Run 1, zoomed window:
The bar under the picture is 10 microns long. Window x 42 to 82, y 1 to 41 microns. Cells in grey, sequential cells in the stronger grey; small squares are vias.
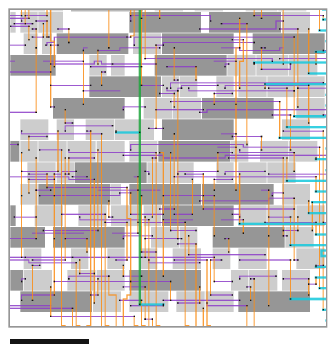
Run 1, M3 wires:
The bar under the picture is 20 microns long. Cells faint in the background.
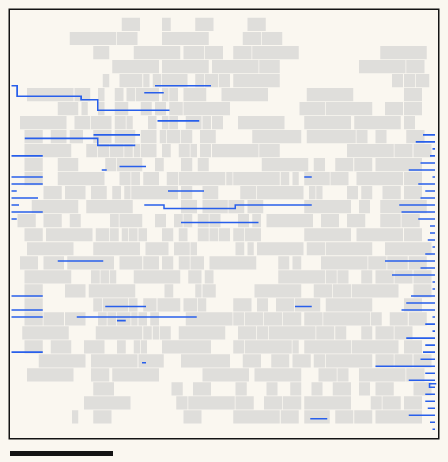
Run 1, congestion heat map:
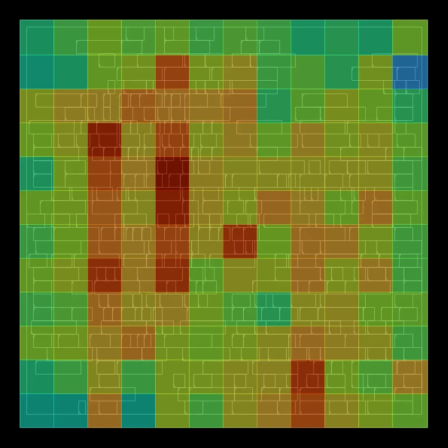
Run 1, signal wires on met1:
The bar under the picture is 20 microns long. Supply wires on this layer in grey.
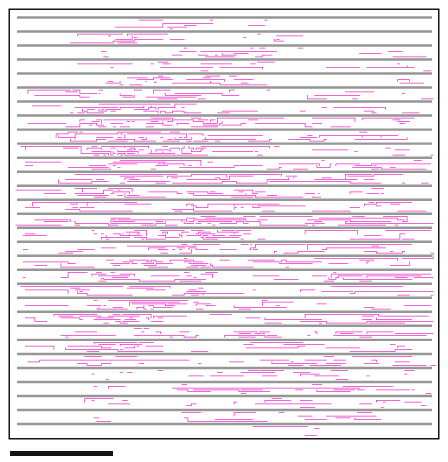
### src/rtl/de1_video_timing_pkg.sv
// ---------------------------------------------------------------------------
// de1_video_timing_pkg
// Shared types and constants for the DE1 video timing generator.
//   state_t    : controller states (idle / generating frames)
//   coord_t    : 12-bit pixel/line coordinate
//   rgb_t      : 24-bit colour, {r, g, b}
//   LCD_* / VGA_* : timing sets for a 480x272 LCD panel and 640x480 VGA
//   colour_bar : 8-band colour bar generator used by the optional test pattern
// ---------------------------------------------------------------------------
package de1_video_timing_pkg;

    typedef enum logic [0:0] {
        ST_IDLE = 1'b0,
        ST_RUN  = 1'b1
    } state_t;

    typedef logic [11:0] coord_t;

    typedef struct packed {
        logic [7:0] r;
        logic [7:0] g;
        logic [7:0] b;
    } rgb_t;

    // Largest total that a 12-bit counter can still reach
    localparam int COORD_MAX = 4095;

    // 480x272 LCD panel
    localparam int LCD_H_ACTIVE = 480;
    localparam int LCD_H_FP     = 2;
    localparam int LCD_H_SYNC   = 41;
    localparam int LCD_H_BP     = 2;
    localparam int LCD_V_ACTIVE = 272;
    localparam int LCD_V_FP     = 2;
    localparam int LCD_V_SYNC   = 10;
    localparam int LCD_V_BP     = 2;

    // 640x480 VGA, 800x525 total
    localparam int VGA_H_ACTIVE = 640;
    localparam int VGA_H_FP     = 16;
    localparam int VGA_H_SYNC   = 96;
    localparam int VGA_H_BP     = 48;
    localparam int VGA_V_ACTIVE = 480;
    localparam int VGA_V_FP     = 10;
    localparam int VGA_V_SYNC   = 2;
    localparam int VGA_V_BP     = 33;

    // Band index is x*8/h_active; each band bit drives one full colour channel
    function automatic rgb_t colour_bar(input coord_t x, input int h_active);
        logic [2:0] band;
        rgb_t       c;
        band = 3'((int'(x) * 8) / h_active);
        c.r  = {8{band[2]}};
        c.g  = {8{band[1]}};
        c.b  = {8{band[0]}};
        return c;
    endfunction

endpackage

### src/rtl/de1_video_timing_axis.sv
// ---------------------------------------------------------------------------
// de1_video_timing_axis
// One timing axis: a wrapping counter 0..TOTAL-1 with region decode.
// Used once for pixels within a line and once for lines within a frame.
//   clk, reset_n : clock, asynchronous active-low reset
//   advance      : count one step this cycle (wraps after TOTAL-1)
//   count        : current position on the axis
//   active       : position is inside the visible region
//   in_sync      : position is inside the sync pulse
//   last         : position is TOTAL-1 (the next step wraps)
// ---------------------------------------------------------------------------
module de1_video_timing_axis
    import de1_video_timing_pkg::*;
#(
    parameter int ACTIVE = LCD_H_ACTIVE,
    parameter int FP     = LCD_H_FP,
    parameter int SYNC   = LCD_H_SYNC,
    parameter int BP     = LCD_H_BP
) (
    input  logic   clk,
    input  logic   reset_n,
    input  logic   advance,
    output coord_t count,
    output logic   active,
    output logic   in_sync,
    output logic   last
);

    localparam int     TOTAL      = ACTIVE + FP + SYNC + BP;
    localparam coord_t LAST_C     = coord_t'(TOTAL - 1);
    localparam coord_t ACTIVE_C   = coord_t'(ACTIVE);
    localparam coord_t SYNC_START = coord_t'(ACTIVE + FP);
    localparam coord_t SYNC_END   = coord_t'(ACTIVE + FP + SYNC);

    always_ff @(posedge clk or negedge reset_n) begin
        if (!reset_n) begin
            count <= '0;
        end else if (advance) begin
            count <= last ? '0 : count + 12'd1;
        end
    end

    // Regions run active, front porch, sync, back porch
    assign last    = (count == LAST_C);
    assign active  = (count < ACTIVE_C);
    assign in_sync = (count >= SYNC_START) && (count < SYNC_END);

endmodule

### src/rtl/de1_video_timing.sv
// ---------------------------------------------------------------------------
// de1_video_timing
// Video timing generator for the DE1 VGA DAC / LCD. Requests pixels by
// coordinate, takes the colour back one cycle later and drives the sync,
// blank and colour outputs aligned two cycles after the request.
//   clk, reset_n     : pixel clock, asynchronous active-low reset
//   run              : keep generating frames (checked at each frame end)
//   pixel_req, x, y  : fetch strobe and coordinate of the pixel wanted
//   pixel_data       : {r,g,b} for the request made one cycle earlier
//   frame_start      : pulse in the h=0, v=0 cycle
//   line_start       : pulse in every h=0 cycle
//   vga_hs, vga_vs   : syncs (level HS_POL / VS_POL while in sync)
//   vga_blank_n      : high on visible pixels
//   vga_sync_n       : tied low
//   vga_red/green/blue : colour, forced to 0 while blanked
//   busy             : a frame is in progress
// Build option: DE1_VIDEO_TIMING_TEST_PATTERN_EN adds input switches[9],
// which replaces pixel_data with internal 8-band colour bars.
// ---------------------------------------------------------------------------
module de1_video_timing
    import de1_video_timing_pkg::*;
#(
    parameter int H_ACTIVE = LCD_H_ACTIVE,
    parameter int H_FP     = LCD_H_FP,
    parameter int H_SYNC   = LCD_H_SYNC,
    parameter int H_BP     = LCD_H_BP,
    parameter int V_ACTIVE = LCD_V_ACTIVE,
    parameter int V_FP     = LCD_V_FP,
    parameter int V_SYNC   = LCD_V_SYNC,
    parameter int V_BP     = LCD_V_BP,
    parameter bit HS_POL   = 1'b0,
    parameter bit VS_POL   = 1'b0
) (
    input  logic        clk,
    input  logic        reset_n,
    input  logic        run,
    output logic        pixel_req,
    output logic [11:0] x,
    output logic [11:0] y,
    input  logic [23:0] pixel_data,
`ifdef DE1_VIDEO_TIMING_TEST_PATTERN_EN
    input  logic [9:9]  switches,
`endif
    output logic        frame_start,
    output logic        line_start,
    output logic        vga_hs,
    output logic        vga_vs,
    output logic        vga_blank_n,
    output logic        vga_sync_n,
    output logic [7:0]  vga_red,
    output logic [7:0]  vga_green,
    output logic [7:0]  vga_blue,
    output logic        busy
);

    localparam int H_TOTAL = H_ACTIVE + H_FP + H_SYNC + H_BP;
    localparam int V_TOTAL = V_ACTIVE + V_FP + V_SYNC + V_BP;

    if (H_TOTAL > COORD_MAX || V_TOTAL > COORD_MAX) begin : g_total_check
        $error("de1_video_timing: H/V totals must fit a 12-bit counter");
    end

    state_t state;
    state_t state_next;
    logic   in_run;
    coord_t h_count;
    coord_t v_count;
    logic   h_active;
    logic   h_sync;
    logic   h_last;
    logic   v_active;
    logic   v_sync;
    logic   v_last;
    coord_t x_hold;
    coord_t y_hold;
    logic   blank_d1;
    logic   hs_d1;
    logic   vs_d1;
    rgb_t   colour_src;
    rgb_t   colour_q;

    assign in_run = (state == ST_RUN);
    assign busy   = in_run;

    de1_video_timing_axis #(
        .ACTIVE (H_ACTIVE),
        .FP     (H_FP),
        .SYNC   (H_SYNC),
        .BP     (H_BP)
    ) u_h_axis (
        .clk     (clk),
        .reset_n (reset_n),
        .advance (in_run),
        .count   (h_count),
        .active  (h_active),
        .in_sync (h_sync),
        .last    (h_last)
    );

    // Lines advance on the last pixel of each line
    de1_video_timing_axis #(
        .ACTIVE (V_ACTIVE),
        .FP     (V_FP),
        .SYNC   (V_SYNC),
        .BP     (V_BP)
    ) u_v_axis (
        .clk     (clk),
        .reset_n (reset_n),
        .advance (in_run && h_last),
        .count   (v_count),
        .active  (v_active),
        .in_sync (v_sync),
        .last    (v_last)
    );

    always_ff @(posedge clk or negedge reset_n) begin
        if (!reset_n) begin
            state <= ST_IDLE;
        end else begin
            state <= state_next;
        end
    end

    // Leaving RUN only happens on the final wrap, so the counters are
    // already back at 0,0 whenever the block sits in IDLE
    always_comb begin
        state_next = state;
        case (state)
            ST_IDLE: if (run) state_next = ST_RUN;
            ST_RUN:  if (h_last && v_last && !run) state_next = ST_IDLE;
            default: state_next = ST_IDLE;
        endcase
    end

    assign pixel_req   = in_run && h_active && v_active;
    assign frame_start = in_run && (h_count == '0) && (v_count == '0);
    assign line_start  = in_run && (h_count == '0);

    // x/y follow the counters on requests and otherwise keep the last request
    always_ff @(posedge clk or negedge reset_n) begin
        if (!reset_n) begin
            x_hold <= '0;
            y_hold <= '0;
        end else if (pixel_req) begin
            x_hold <= h_count;
            y_hold <= v_count;
        end
    end

    assign x = pixel_req ? h_count : x_hold;
    assign y = pixel_req ? v_count : y_hold;

    // First delay stage: controls wait here while the pixel is fetched
    always_ff @(posedge clk or negedge reset_n) begin
        if (!reset_n) begin
            blank_d1 <= 1'b0;
            hs_d1    <= ~HS_POL;
            vs_d1    <= ~VS_POL;
        end else begin
            blank_d1 <= pixel_req;
            hs_d1    <= (in_run && h_sync) ? HS_POL : ~HS_POL;
            vs_d1    <= (in_run && v_sync) ? VS_POL : ~VS_POL;
        end
    end

`ifdef DE1_VIDEO_TIMING_TEST_PATTERN_EN
    rgb_t bar_d1;

    // Colour bars are computed from the request coordinate and delayed one
    // stage so they meet the output register in step with pixel_data
    always_ff @(posedge clk or negedge reset_n) begin
        if (!reset_n) begin
            bar_d1 <= '0;
        end else begin
            bar_d1 <= colour_bar(x, H_ACTIVE);
        end
    end

    assign colour_src = switches[9] ? bar_d1 : rgb_t'(pixel_data);
`else
    assign colour_src = rgb_t'(pixel_data);
`endif

    // Second stage: capture the returned colour next to its aligned controls
    always_ff @(posedge clk or negedge reset_n) begin
        if (!reset_n) begin
            vga_blank_n <= 1'b0;
            vga_hs      <= ~HS_POL;
            vga_vs      <= ~VS_POL;
            colour_q    <= '0;
        end else begin
            vga_blank_n <= blank_d1;
            vga_hs      <= hs_d1;
            vga_vs      <= vs_d1;
            colour_q    <= blank_d1 ? colour_src : '0;
        end
    end

    assign vga_red    = colour_q.r;
    assign vga_green  = colour_q.g;
    assign vga_blue   = colour_q.b;
    assign vga_sync_n = 1'b0;

endmodule

### config.mk
export PLATFORM = sky130hd
export DESIGN_NAME = de1_video_timing
export DESIGN_NICKNAME = d
export VERILOG_FILES = /design/src/rtl/de1_video_timing_pkg.sv /design/src/rtl/de1_video_timing_axis.sv /design/src/rtl/de1_video_timing.sv
export SDC_FILE = /design/constraint.sdc
export NUM_CORES = 1
export LEC_CHECK = 0
export CORE_UTILIZATION = 50
export DETAILED_ROUTE_END_ITERATION = 7
export PLACE_DENSITY = 0.81
export SYNTH_ARGS = -nofsm -noshare
export SYNTH_HDL_FRONTEND = slang
export SYNTH_SLANG_ARGS = --single-unit
### constraint.sdc
create_clock -name clk -period 7.3 [get_ports clk]
set_clock_uncertainty 0.2 [all_clocks]
set_input_delay 1.825 -clock clk [delete_from_list [all_inputs] [get_ports clk]]
set_output_delay 1.825 -clock clk [all_outputs]
set_load 0.02 [all_outputs]
==> reports/metrics.yaml, run 1 <==
cells_and_area:
  nNetsFinal: 380
  comb_share_pct: 27.4
  inv_count: 10
  clkbuf_count: 12
  num_antenna_cells: 0
  nonClkBufAreaFrac_pct: 19.0
  regArea_sq_um: 1980
  n_all_buffers: 81
timing:
  hold_violations: 0
  min_period_over_period_pct: 69.9
  tns_ns: 0
  timing.final.crit_period_ns: 5.10
worst_hold_path:
  min_path_type: "reg2reg"
  hp-start: "hs_d1"
  worstHoldPathCells: 0
  whs_endpoint: "vga_hs"
routing:
  dr_wl_met3_microns: 371
  wl_met1_microns: 3210
  route.top_layer_used: "met4"
  drtPass1Iterations: 4
  met2_length_microns: 3080
status:
  outcome: "completed"
placed_design:
  numPortBuffers: 81
  dpl-instance-area_sq_um: 4090
  place_hpwl_microns: 4670
logic_synthesis:
  yosysMostFrequentCell: "dfrtp_1"
  synthAoiAreaFrac_pct: 3.81
  synthArstFlopShare_pct: 100
  ys_chip_area_sq_um: 3280
  synth_area_sq_um: 3280
  logic_family: "simple AND/OR/NAND/NOR gates"
  top_cells_by_count: "dfrtp_1, and2_1, mux2_2"
  ys_sh_simple_pct: 20.0
  yosys_warnings: 0
  edf_count: 0
power:
  p_seq_uw: 446
  max-vdd-ir-drop_v: 0.000126
  p_leak_uw: 0.00181
  power_frac_seq_pct: 58.1
  switching_power_uw: 174
  swShare_pct: 22.7
  p_int_uw: 593
worst_setup_path:
  critical_path_class: "reg2out"
  cp_num_cells: 5
floorplan:
  dieArea_sq_um: 6900
  placementRows: 29
  die_height_microns: 83.1
  fp_util_pct: 51.7
  tap_cells: 77
  fp.coreArea_sq_um: 6350
grt:
  grt_pass1_vias: 2252
clock_network:
  cts-hold-fix-buffers: 0
  clk_pin_slew_ns: 0.08
  h-tree-depth: 3
  cts_sinks: 79
  cts_made_buffers: 9
job:
  tool_warnings: 30
## Picture notes: 'zoomed window'
| layer | colour |
|---|---|
| M3 | cyan |
| M1 | purple |
| M4 | green |
| M2 | orange |
sequential cells in the window: 22
netlist names of flops here include: vga_green (7), vga_red (7), vga_blue (4)
most frequent: clkdlybuf4s50_1 (43), dfrtp_1 (22), and2_1 (19)
cells with their middle in the window: 93

## Picture notes: 'M3 wires'
wire length on this layer: 372 microns
share of all routed wire: 5.5%
met3 usage: 4.08%
total wire length: 6790 microns
Vias: 2295

## Picture notes: 'congestion heat map'
GR peak layer: met2
met1 usage in global routing: 30.9%
routed len/inst: 15.8 microns
GR Util met2: 32.3%
share of the core filled with cells: 66.9%

## Picture notes: 'signal wires on met1'
share of all routed wire: 47%
wire length on this layer: 3210 microns
main direction: horizontal
longest straight run: 36.3 microns

Run 1, selected gate families:
The bar under the picture is 20 microns long.
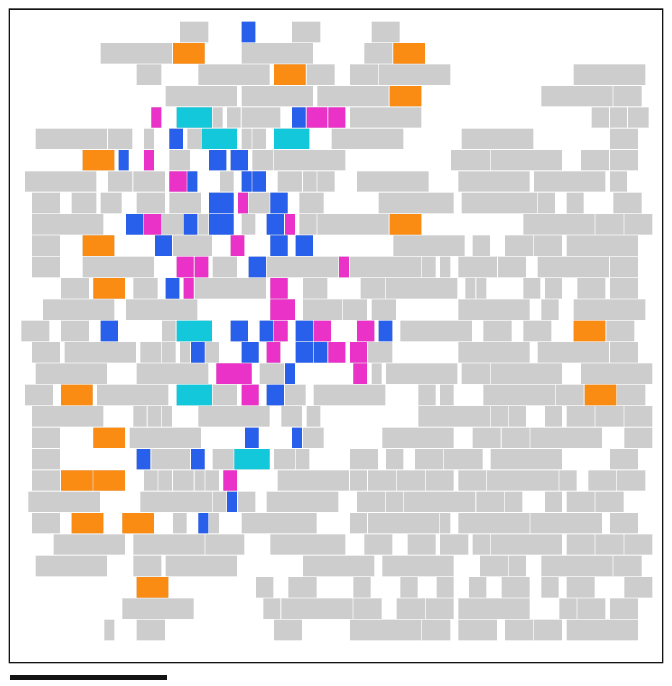

## Run 2: what changed since run 1
--- a/config.mk
+++ b/config.mk
@@ -5,9 +5,9 @@
 export SDC_FILE = /design/constraint.sdc
 export NUM_CORES = 1
 export LEC_CHECK = 0
-export CORE_UTILIZATION = 50
+export CORE_UTILIZATION = 49
 export DETAILED_ROUTE_END_ITERATION = 7
-export PLACE_DENSITY = 0.81
+export PLACE_DENSITY = 0.8
 export SYNTH_ARGS = -nofsm -noshare
 export SYNTH_HDL_FRONTEND = slang
 export SYNTH_SLANG_ARGS = --single-unit
==> constraint.sdc (replaced) <==
create_clock -name clk -period 4.8 [get_ports clk]
set_clock_uncertainty 0.2 [all_clocks]
set_input_delay 1.2 -clock clk [delete_from_list [all_inputs] [get_ports clk]]
set_output_delay 1.2 -clock clk [all_outputs]
set_load 0.02 [all_outputs]
Run 2, selected gate families:
The bar under the picture is 20 microns long.
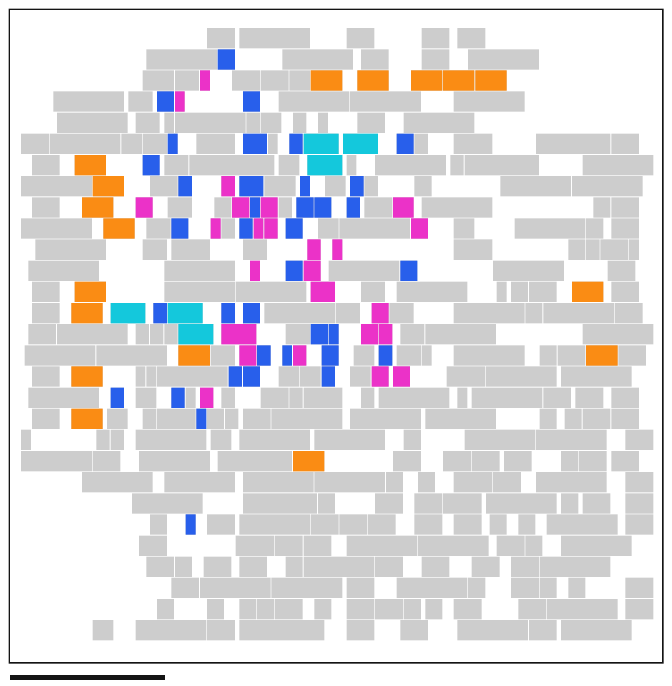
| family | colour | cells |
|---|---|---|
| fa/ha/maj cells | cyan | 6 |
| nand cells | blue | 37 |
| nor cells | magenta | 25 |
| mux cells | orange | 17 |
post-route insts no fill: 431
dominant logic cell type in the layout: clkdlybuf4s50_1
Comb area share: 26.9%

Run 2, congestion heat map:
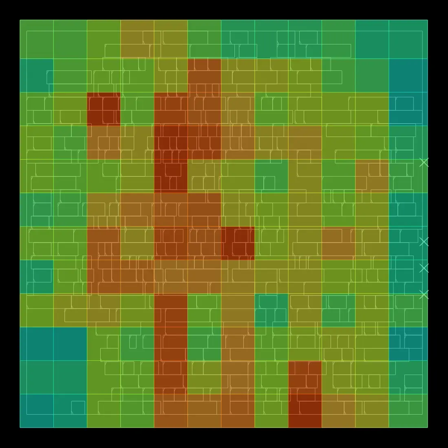
GR Util met2: 32.2%
met1 usage in global routing: 27.5%
met3 usage: 4.15%
routed len/inst: 15.4 microns

==> run 2 against run 1 <==
  * The flow now finishes with violations (design-rule violations)
  * Power grew 68%
  * Sequential share of layout area shrank 0.86 points
  * Global-route usage shrank 0.94 points
  * Combinational power grew 52%
  * Count of clock-buffer cells in the layout shrank 1
  * Routed wire length shrank 2.2%
  * Sequential power grew 52%
  * Clock power grew 97%
  * Critical path depth grew 1
  * Largest cell class unchanged
==> reports/metrics.yaml, run 2 <==
routing:
  wl_met1_microns: 2890  # -9.9%
  met2_length_microns: 3270  # +6.2%
  drtPass1Iterations: 6  # +2
  route.top_layer_used: "met4"
  vias: 2323  # +1.2%
  dr_wl_met3_microns: 346  # -6.7%
  wirelength_microns: 6640  # -2.2%
  drc: 8
logic_synthesis:
  logic_family: "simple AND/OR/NAND/NOR gates"
  ys_top_cells_by_area: "dfrtp_1, mux2_2, and2_1"
  top_cells_by_count: "dfrtp_1, and2_1, mux2_2"
  ys_chip_area_sq_um: 3280  # unchanged
  synthArstFlopShare_pct: 100  # unchanged
  ys_cells: 276
  synthAoiAreaFrac_pct: 3.81  # unchanged
  flop_cell: "dfrtp_1"
  yosysMostFrequentCell: "dfrtp_1"
  synth_nets: 309
  yosys_warnings: 0  # unchanged
  ys_sh_simple_pct: 20.0  # unchanged
  edf_count: 0  # unchanged
  syn_area_per_cell_sq_um: 11.9
  synth_area_sq_um: 3280  # unchanged
  top_area_cell: "dfrtp_1"
placed_design:
  place_hpwl_microns: 4580  # -1.8%
  dp.cells: 415
  dpl-instance-area_sq_um: 4100  # +0.37%
  numPortBuffers: 81  # unchanged
floorplan:
  die_height_microns: 83.9  # +0.99%
  fp_util_pct: 51.1  # -0.58 points
  dieArea_sq_um: 7030  # +2.0%
  fp.coreArea_sq_um: 6420  # +1.1%
  tap_cells: 77  # unchanged
  placementRows: 29  # unchanged
cells_and_area:
  n_all_buffers: 83  # +2.5%
  nonClkBufAreaFrac_pct: 19.0  # about the same
  inv_count: 10  # unchanged
  num_antenna_cells: 0  # unchanged
  clkbuf_count: 11  # -1
  regArea_sq_um: 1980  # unchanged
  logic_gate_count: 166
  nNetsFinal: 382  # +0.53%
  final_core_util_pct: 67.4  # +0.49 points
power:
  swShare_pct: 20.7  # -2.0 points
  p_seq_uw: 678  # +52%
  p_leak_uw: 0.00185  # +2.2%
  max-vdd-ir-drop_v: 0.000183  # +45%
  power_density_nw_per_um2: 298
  pg_clk_uw: 537
  power_frac_seq_pct: 52.5  # -5.6 points
  switching_power_uw: 267  # +53%
  p_int_uw: 1020  # +73%
worst_setup_path:
  r2r_slack_ns: 2.22
  r2r_start: "u_h_axis.count[7]"
  path_cells: "nand4_1, nand4_1, nand2b_1, buf_4, mux2_2, clkdlybuf4s50_1"
  crit_top_cell: "nand4_1"
  cp_num_cells: 6  # +1
  crit_fanout: 15
  critPathSlowestCell: "clkdlybuf4s50_1"
  timing.critical_path.buf_inv: 2
  critical_path_class: "reg2out"
  reg2reg_depth: 4
clock_network:
  cts-hold-fix-buffers: 0  # unchanged
  clk_pin_slew_ns: 0.08  # about the same
  cts_root_buffer: "clkbuf_8"
  h-tree-depth: 3  # unchanged
  ctsResizeCount: 0
  postCtsSetupRepairBufs: 0
  cts_made_buffers: 9  # unchanged
  insertion_delay_ns: 0.34
  cts_sinks: 79  # unchanged
status:
  outcome: "complete, but fails checks"
  violations: "design-rule violations"
grt:
  grt-ovfl-total: 0
  busiest_layer: "met2"
  grt_pass1_vias: 2254  # +0.089%
  grt_pass1_wl_microns: 11200
timing:
  tns_ns: 0  # unchanged
  timing.final.crit_period_ns: 4.30
  slew_viol_final: 0
  max_slew_margin_pct: 30.6
  min_period_over_period_pct: 89.7
  hold_violations: 0  # unchanged
worst_hold_path:
  whs_endpoint: "vga_hs"
  min_path_type: "reg2reg"
  worstHoldPathCells: 0  # unchanged
  hp-start: "hs_d1"
job:
  tool_warnings: 30  # unchanged
  maxCapViolations: 0
Run 2, zoomed window:
The bar under the picture is 10 microns long. Window x 43 to 83, y 1 to 41 microns. Cells in grey, sequential cells in the stronger grey; small squares are vias.
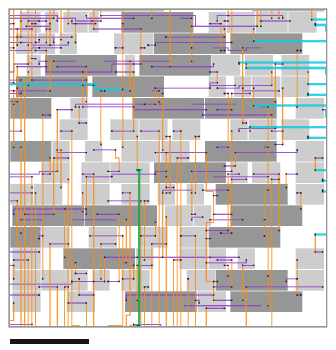

## Run 3: what changed since run 2
--- a/config.mk
+++ b/config.mk
@@ -5,9 +5,9 @@
 export SDC_FILE = /design/constraint.sdc
 export NUM_CORES = 1
 export LEC_CHECK = 0
-export CORE_UTILIZATION = 49
+export CORE_UTILIZATION = 43
 export DETAILED_ROUTE_END_ITERATION = 7
-export PLACE_DENSITY = 0.8
+export PLACE_DENSITY = 0.71
 export SYNTH_ARGS = -nofsm -noshare
 export SYNTH_HDL_FRONTEND = slang
 export SYNTH_SLANG_ARGS = --single-unit
Run 3, zoomed window:
The bar under the picture is 10 microns long. Window x 47 to 87, y 2 to 42 microns. Cells in grey, sequential cells in the stronger grey; small squares are vias.
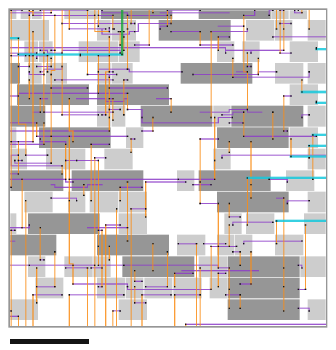
| layer | colour |
|---|---|
| M3 | cyan |
| M2 | orange |
| M4 | green |
| M1 | purple |
cells with their middle in the window: 80
most frequent: clkdlybuf4s50_1 (30), dfrtp_1 (19), and2_1 (15)
netlist names of flops here include: vga_red (8), vga_green (3), y_hold (3)
sequential cells in the window: 19

Run 3, congestion heat map:
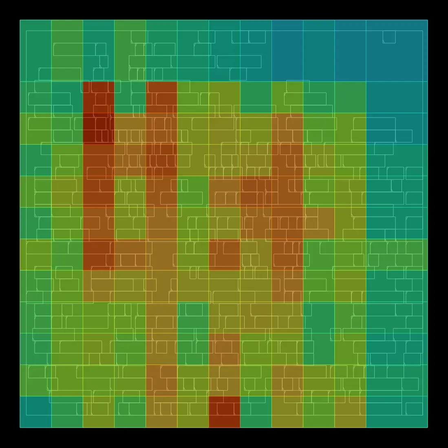
GR Util met2: 29.6%
met1 usage in global routing: 24.6%

==> run 3 against run 2 <==
  * The flow now finishes without violations
  * Non-clock buffer count unchanged
  * Register-to-register slack got worse by 0.03 ns
  * Largest cell class unchanged
  * Critical endpoint is now x[8]
  * Clock power decreased by 8.8%
  * Count of clock-buffer cells in the layout unchanged
  * Final cell count increased by 5.1%
  * Utilization decreased by 8.1 points
==> reports/metrics.yaml, run 3 <==
routing:
  route.top_layer_used: "met4"
  vias: 2297  # -1.1%
  drc: 0  # -8
  wl_met1_microns: 2900  # +0.14%
  drtPass1Iterations: 4  # -2
  wirelength_microns: 6590  # -0.75%
  met2_length_microns: 3250  # -0.43%
clock_network:
  cts_sinks: 79  # unchanged
  clk_pin_slew_ns: 0.08  # about the same
  insertion_delay_ns: 0.35  # about the same
  cts_root_buffer: "clkbuf_8"
power:
  power_frac_seq_pct: 54.5  # +2.0 points
  p_seq_uw: 678  # about the same
  power_density_nw_per_um2: 286  # -4.1%
floorplan:
  dieArea_sq_um: 7990  # +14%
  placementRows: 31  # +6.9%
  fp_util_pct: 44.8  # -6.3 points
timing:
  slew_viol_final: 0  # unchanged
  max_slew_margin_pct: 35.9  # +5.2 points
  min_period_over_period_pct: 86.2  # -3.5 points
  timing.final.crit_period_ns: 4.14  # -0.166 ns
logic_synthesis:
  yosys_warnings: 0  # unchanged
  ys_chip_area_sq_um: 3280  # unchanged
  synthArstFlopShare_pct: 100  # unchanged
  synthAoiAreaFrac_pct: 3.81  # unchanged
  ys_cells: 276  # unchanged
  yosysMostFrequentCell: "dfrtp_1"
  syn_area_per_cell_sq_um: 11.9  # unchanged
  flop_cell: "dfrtp_1"
  synth_nets: 309  # unchanged
cells_and_area:
  nNetsFinal: 382  # unchanged
  logic_gate_count: 166  # unchanged
  lay_top_count: "clkdlybuf4s50_1"
  comb_share_pct: 26.8  # -0.10 points
  nonClkBufAreaFrac_pct: 19.2  # +0.22 points
placed_design:
  dpl-instance-area_sq_um: 4140  # +0.98%
  dp.cells: 437  # +5.3%
worst_hold_path:
  whs_endpoint: "vga_hs"
  hp-start: "hs_d1"
worst_setup_path:
  critPathSlowestCell: "clkdlybuf4s50_1"
  r2r_start: "u_h_axis.count[7]"
  reg2reg_depth: 4  # unchanged
  crit_fanout: 15  # unchanged
grt:
  busiest_layer: "met2"
  grt_pass1_wl_microns: 11000  # -1.7%
status:
  outcome: "completed"
No activity file was given, so power comes from the tool's default toggle rates.
